<file path="src/rtl/risc8_pkg.sv">
// Shared constants and types for the risc8 core front end.
package risc8_pkg;

    localparam int PC_W    = 8;
    localparam int INSTR_W = 16;

    localparam logic [PC_W-1:0] RESET_PC = '0;

    // One prefetched instruction together with the address it came from.
    typedef struct packed {
        logic [INSTR_W-1:0] instr;
        logic [PC_W-1:0]    pc;
    } fetch_entry_t;

    // Top opcode nibble values that fetch and decode both need to agree on.
    localparam logic [3:0] OP_BEQ  = 4'h8;
    localparam logic [3:0] OP_HALT = 4'hF;

endpackage

</file>
<file path="src/rtl/risc8_sync_fifo.sv">
// Registered synchronous FIFO with flush; DEPTH must be a power of two.
module risc8_sync_fifo #(
    parameter int WIDTH = 24,
    parameter int DEPTH = 4
) (
    input  logic                       clk,
    input  logic                       rst,
    input  logic                       push,
    input  logic [WIDTH-1:0]           wdata,
    input  logic                       pop,
    input  logic                       flush,
    output logic [WIDTH-1:0]           rdata,
    output logic [$clog2(DEPTH):0]     count,
    output logic                       empty,
    output logic                       full
);
    localparam int AW = $clog2(DEPTH);
    localparam int CW = AW + 1;

    logic [WIDTH-1:0] mem [DEPTH];
    logic [AW-1:0]    rptr;
    logic [AW-1:0]    wptr;
    logic             do_push;
    logic             do_pop;

    assign empty   = (count == '0);
    assign full    = (count == CW'(DEPTH));
    assign do_pop  = pop & ~empty;
    assign do_push = push & (~full | do_pop);
    assign rdata   = mem[rptr];

    // Pointers and occupancy; flush empties the queue in one cycle.
    always_ff @(posedge clk or posedge rst) begin
        if (rst) begin
            rptr  <= '0;
            wptr  <= '0;
            count <= '0;
        end else if (flush) begin
            rptr  <= '0;
            wptr  <= '0;
            count <= '0;
        end else begin
            if (do_push) wptr <= wptr + AW'(1);
            if (do_pop)  rptr <= rptr + AW'(1);
            count <= count + CW'(do_push) - CW'(do_pop);
        end
    end

    // Storage needs no reset; occupancy decides what is visible.
    always_ff @(posedge clk) begin
        if (do_push && !flush) mem[wptr] <= wdata;
    end

endmodule

</file>
<file path="src/rtl/risc8_fetch_unit.sv">
// IF stage: sequential instruction fetch with a prefetch queue, branch
// redirect from EX and halt from decode.
module risc8_fetch_unit #(
    parameter int              PC_W     = risc8_pkg::PC_W,
    parameter int              INSTR_W  = risc8_pkg::INSTR_W,
    parameter int              DEPTH    = 4,
    parameter logic [PC_W-1:0] RESET_PC = risc8_pkg::RESET_PC
) (
    input  logic               clk,
    input  logic               rst,
    output logic               imem_req_valid,
    output logic [PC_W-1:0]    imem_req_addr,
    input  logic               imem_req_ready,
    input  logic               imem_rsp_valid,
    input  logic [INSTR_W-1:0] imem_rsp_data,
    input  logic               redirect_valid,
    input  logic [PC_W-1:0]    redirect_pc,
    input  logic               halt_req,
    output logic               id_valid,
    output logic [INSTR_W-1:0] id_instr,
    output logic [PC_W-1:0]    id_pc,
    input  logic               id_ready,
    output logic               fetch_idle
);
    import risc8_pkg::*;

    localparam int CW = $clog2(DEPTH) + 1;

    typedef enum logic {RUN, HALTED} state_t;

    typedef struct packed {
        logic [INSTR_W-1:0] instr;
        logic [PC_W-1:0]    pc;
    } entry_t;

    state_t          state;
    state_t          state_nx;
    logic [PC_W-1:0] fetch_pc;
    logic [PC_W-1:0] rsp_pc;
    logic [CW-1:0]   outstanding;
    logic [CW-1:0]   discard;
    logic [CW-1:0]   out_nx;
    logic [CW:0]     inflight;
    logic            run;
    logic            redir;
    logic            accept;
    logic            keep;
    logic            pop;
    entry_t          wr_entry;
    entry_t          head;
    logic [$bits(entry_t)-1:0] fifo_rdata;
    logic [CW-1:0]   fifo_count;
    logic            fifo_empty;
    logic            fifo_full;

    assign run      = (state == RUN);
    // Redirects are only honoured while fetching; once halted they are ignored.
    assign redir    = redirect_valid & run;
    // Queued plus in-flight words never exceed DEPTH, so the FIFO cannot overflow.
    assign inflight = (CW+1)'(fifo_count) + (CW+1)'(outstanding);

    assign imem_req_valid = ~rst & run & ~redir & (inflight < (CW+1)'(DEPTH));
    assign imem_req_addr  = fetch_pc;
    assign accept         = imem_req_valid & imem_req_ready;

    assign out_nx = outstanding + CW'(accept) - CW'(imem_rsp_valid);
    assign keep   = imem_rsp_valid & ~redir & (discard == '0);
    assign pop    = id_valid & id_ready;

    assign wr_entry.instr = imem_rsp_data;
    assign wr_entry.pc    = rsp_pc;
    assign head           = fifo_rdata;

    assign id_valid   = ~fifo_empty;
    assign id_instr   = fifo_empty ? '0 : head.instr;
    assign id_pc      = fifo_empty ? '0 : head.pc;
    assign fetch_idle = ~run & fifo_empty & (outstanding == '0) & (discard == '0);

    risc8_sync_fifo #(
        .WIDTH ($bits(entry_t)),
        .DEPTH (DEPTH)
    ) u_fifo (
        .clk   (clk),
        .rst   (rst),
        .push  (keep),
        .wdata (wr_entry),
        .pop   (pop),
        .flush (redir),
        .rdata (fifo_rdata),
        .count (fifo_count),
        .empty (fifo_empty),
        .full  (fifo_full)
    );

    // State register.
    always_ff @(posedge clk or posedge rst) begin
        if (rst) state <= RUN;
        else     state <= state_nx;
    end

    // Halt is sticky until reset.
    always_comb begin
        state_nx = state;
        if (run && halt_req) state_nx = HALTED;
    end

    // Fetch PC, response tag PC and in-flight bookkeeping.
    always_ff @(posedge clk or posedge rst) begin
        if (rst) begin
            fetch_pc    <= RESET_PC;
            rsp_pc      <= RESET_PC;
            outstanding <= '0;
            discard     <= '0;
        end else begin
            outstanding <= out_nx;
            if (redir) begin
                // Every word still in flight belongs to the old path.
                fetch_pc <= redirect_pc;
                rsp_pc   <= redirect_pc;
                discard  <= out_nx;
            end else begin
                if (accept) fetch_pc <= fetch_pc + PC_W'(1);
                if (imem_rsp_valid && discard != '0) discard <= discard - CW'(1);
                if (keep) rsp_pc <= rsp_pc + PC_W'(1);
            end
        end
    end

    // A kept response with no room and no dequeue means memory broke protocol.
    assert property (@(posedge clk) disable iff (rst) !(keep && fifo_full && !pop));

endmodule

</file>
<file path="config.mk">
export PLATFORM = sky130hd
export DESIGN_NAME = risc8_fetch_unit
export DESIGN_NICKNAME = d
export VERILOG_FILES = /design/src/rtl/risc8_pkg.sv /design/src/rtl/risc8_sync_fifo.sv /design/src/rtl/risc8_fetch_unit.sv
export SDC_FILE = /design/constraint.sdc
export NUM_CORES = 1
export LEC_CHECK = 0
export ABC_AREA = 0
export CORE_AREA = 2 2 116 141
export CTS_BUF_LIST = sky130_fd_sc_hd__clkbuf_4 sky130_fd_sc_hd__clkbuf_8
export DETAILED_ROUTE_END_ITERATION = 10
export DIE_AREA = 0 0 118 143
export GPL_TIMING_DRIVEN = 1
export PLACE_DENSITY = 0.58
export SYNTH_ARGS = -nofsm -noshare
export SYNTH_HDL_FRONTEND = slang
export SYNTH_SLANG_ARGS = --single-unit
</file>
<file path="constraint.sdc">
create_clock -name clk -period 2.5 [get_ports clk]
set_clock_uncertainty 0.2 [all_clocks]
set_input_delay 0.75 -clock clk [delete_from_list [all_inputs] [get_ports clk]]
set_output_delay 0.75 -clock clk [all_outputs]
set_load 0.02 [all_outputs]
</file>
==> metrics.yaml <==
outcome: "finished with violations"
failed_checks: "setup timing"
drtIter0Drc: 167
yosysWarnings: 0
insertion_delay_ns: 0.43
ys_chip_area_sq_um: 5350
period_minus_slack_ns: 2.90
place_congestion: 0.764
cts_tree: "built"
antenna_found_initial: 0
cp_num_cells: 4
cp-end-kind: "output pin"
ff_type: "edfxtp_1"
drive_gt1_share_pct: 40.9
layout_setup_ws_ns: -0.404
worst_pin_slew_ns: 0.455
fin_total_pwr_w: 0.00842
grt_pass1_wl_um: 17300
syn_inst: 324
dieWidth_um: 118
dp_cells: 630
chipArea_sq_um: 16900
tool_warnings: 33
p_per_area_nw_per_um2: 1130
dr.pass1.iters: 7
leakage_nw: 2.82
setup_viol: 33
slew_violations: 0
critPathMaxStageDelay_ns: 0.44
whs_ns: 0.383
ys_async_sr_fraction_pct: 23.8
yosysUniqueCellTypes: 37
wl_um: 10900
syn_area_sq_um: 5350
synth_seq_share_pct: 67.9
cp-startpoint: "u_fifo.count[1]$_DFF_PP0_"
cp.required_ns: 1.55
ff2ff_path_depth: 13
clk_pin_slew_ns: 0.07
io_buffers: 65
dpl_cell_area_sq_um: 6680
path_max_fanout: 2
cts_buffer_depth: 2
cp_num_buf_inv: 1
antennaDiodeCount: 0
ys_cells: 324
stdcell_count: 670
drv_cap: 0
ir_drop_mv: 0.459
cts_made_buffers: 17
cp_cell_sequence: "or3_4 > or4_4 > nor3_4 > buf_6"
r2r_slack_ns: -0.33
ys_seq_elements: 126
ioPinCount: 66
clk_root_buffer_cell: "clkbuf_8"
drt.antenna.violating_nets: 0
hold_path.class: "register to register"
grt_pass1_vias: 3377
fill_cells: 1369
slew_headroom_pct: 69.6
syn_area_per_cell_sq_um: 16.5
path_delay_family: "simple AND/OR/NAND/NOR gates"
cts-htree-levels: 4
vias: 3121
worstSetupStartpointType: "register"
max_freq_mhz: 344
final.period_utilization_pct: 116
cts_sinks: 126
vias_per_cell: 4.66
grt_setup_unrepaired: "yes"
endpoint: "fetch_idle"
worstSetupPathType: "register to output pin"
grt_max_degree: 31
drt_drc_violations_left: 0
finalNetCount: 497
cp_slowest_cell: "or4_4"
die_h_um: 143
top_cells_by_area: "edfxtp_1 54%, dfrtp_1 14%, mux4_2 10%"
top_area_share_pct: 53.9
reg2reg_from: "u_fifo.count[2]$_DFF_PP0_"
synth-edff-count: 96
yosysTopAreaCell: "edfxtp_1"
-- repair_timing --
action / CTS / global route
hold endpoints to repair: 0 / 0
setup buffers: 5 / 5
endpoints found under the setup margin: 33 / 37
pin swaps: 12 / 17
gates resized: 195 / 37
gates cloned: 2 / 1
hold buffers: 0 / 0
-- worst min path at each step --
| stage | startpoint | end | slack, ns | depth (start not counted) |
|---|---|---|---|---|
| CTS | rsp_pc[6]$_DFFE_PP0P_ | u_fifo.mem[3][6]$_DFFE_PP_ | 0.39 | 0 |
| finish | rsp_pc[6]$_DFFE_PP0P_ | u_fifo.mem[3][6]$_DFFE_PP_ | 0.38 | 0 |
| global placement | rsp_pc[7]$_DFFE_PP0P_ | u_fifo.mem[2][7]$_DFFE_PP_ | 0.35 | 0 |
| global route | rsp_pc[1]$_DFFE_PP0P_ | u_fifo.mem[0][1]$_DFFE_PP_ | 0.42 | 0 |
| floorplan | rsp_pc[7]$_DFFE_PP0P_ | u_fifo.mem[0][7]$_DFFE_PP_ | 0.30 | 0 |
| detailed placement | rsp_pc[6]$_DFFE_PP0P_ | u_fifo.mem[0][6]$_DFFE_PP_ | 0.37 | 0 |
-- Yosys cell counts, types with 9 or more instances --
library cell  instances
xor2_1                9
dfrtp_1              30
ha_1                 14
a21oi_1              13
nor2_1               16
mux4_2               24
inv_1                12
nand2_1               9
xnor2_1              10
edfxtp_1             96
and2_1               29
clkbuf_1              9
-- sequential cells by signal (all words and copies together), names as in the netlist --
name           count
u_fifo.mem        96
imem_req_addr      8
rsp_pc             8
discard            3
outstanding        3
u_fifo.count       3
u_fifo.rptr        2
u_fifo.wptr        2
state              1
-- where the power goes --
part           switching [W]  internal [W]
combinational        0.00161       0.00221
sequential          0.000239       0.00258
clock               0.000792      0.000982
-- per-layer routing --
layer	vias up	GRT usage, %	wire length (um)
li1	1473	-	-
met1	1554	16.8	4890
met2	83	23.1	5450
met3	11	5.07	475
met4	0	3.87	108
met5	-	0	0
-- area by class of cell --
cell class	instances	area (sq um)	share of cell area, %
tap	208	260	3.48
clock inverter	14	169	2.26
clock buffer	17	234	3.13
timing repair buffer	119	1330	17.7
multi-input combinational	174	1800	24.1
sequential	126	3630	48.6
inverter	12	47.5	0.636
-- cell usage in the layout, fill, tap and decap left out, types with 4 or more instances in the layout --
cell type        instances
clkbuf_8                17
xor2_1                   8
a21oi_1                 13
mux4_2                  24
a31oi_1                  4
ha_4                     5
nor2_1                  16
inv_1                    9
nand2_1                  9
buf_4                   34
buf_12                  13
dfrtp_1                 29
dlymetal6s2s_1           4
xnor2_1                  9
o21ai_0                  5
edfxtp_1                96
clkinv_2                 4
and2_4                  26
buf_6                   30
clkdlybuf4s50_1         33
and2_2                   4
ha_1                     9
nand3_1                  5
-- cell families after synthesis --
family	share of synthesized area (%)
and+or+nand+nor	9.45
adders and majority gates	4.02
buffers and inverters	1.75
DFF	67.9
AOI/OAI and AO/OA	3.09
xor gates and xnor gates	3.11
muxes	10.7
==> images/sizes.png <==
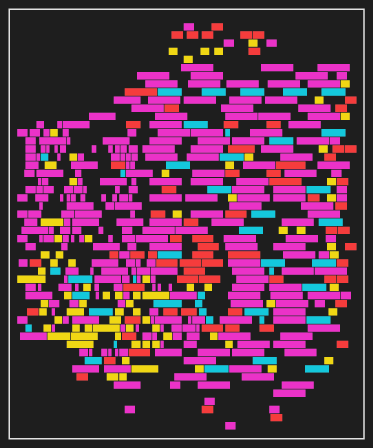
| size | colour | cells |
|---|---|---|
| _0 and _1 cells | magenta | 273 |
| _3 and _4 cells | yellow | 78 |
| _6 and larger | red | 69 |
| _2 cells | cyan | 42 |
Non-CTS buffers: 119
Area Growth Syn to Fin: 39.7%

==> images/cell_density.png <==
The die is cut into 12 by 14 equal tiles; black is low, pale yellow is high, 0 to 100% covered.
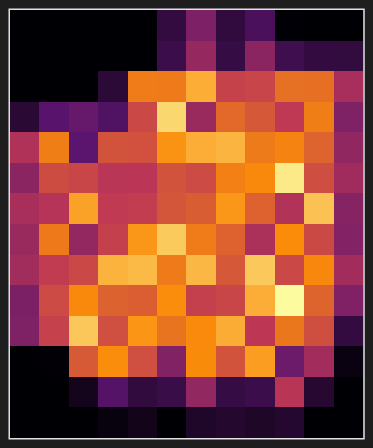
fullest tile: 99%
emptiest ninth of the die: top left
nearly empty tiles: 16%
tiles over 75% full: 14%
densest ninth of the die: middle
mean over tiles: 43%
Core ar.: 15500 sq um
Initial Util: 34.6%

==> images/placement_by_type.png <==
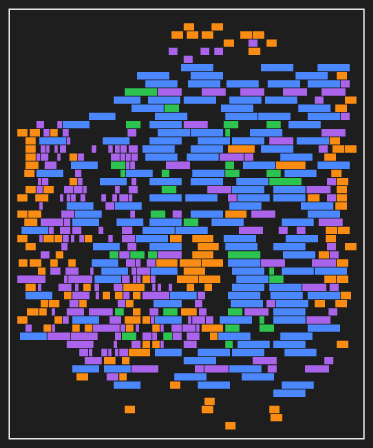
| class | colour | cells | share of their area |
|---|---|---|---|
| flops | blue | 126 | 50% |
| other buffers and delay cells | orange | 119 | 18% |
| clock drivers and dummy loads | green | 31 | 5.6% |
| combinational and other logic | purple | 186 | 26% |
# rows: 50
Final Instance Area: 7470 sq um
Finished Core Util: 48.4%
sequential share of cell area: 48.6%

==> images/congestion.png <==
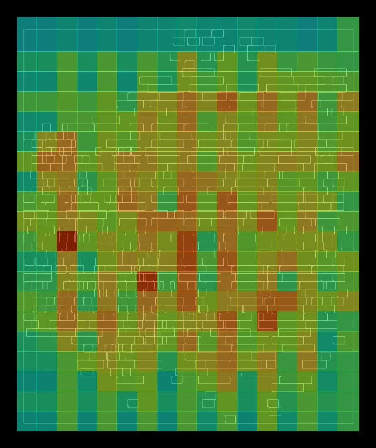
global-route met1 utilization: 16.8%
Tot GR Track Use: 13.8%
grt peak-use layer: met2

==> images/flops_by_reg.png <==
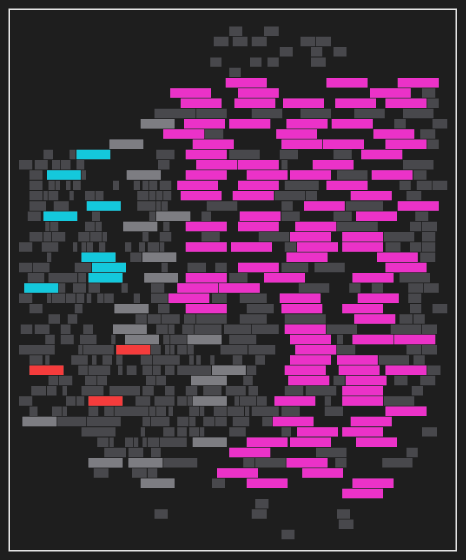
| netlist name | colour | placed flops |
|---|---|---|
| `outstanding` | red | 3 |
| `imem_req_addr` | cyan | 8 |
| `u_fifo.mem` | magenta | 96 |
not coloured: 19
P_seq: 0.00282 W
Flop area: 3630 sq um

No activity file was given, so power comes from the tool's default toggle rates.
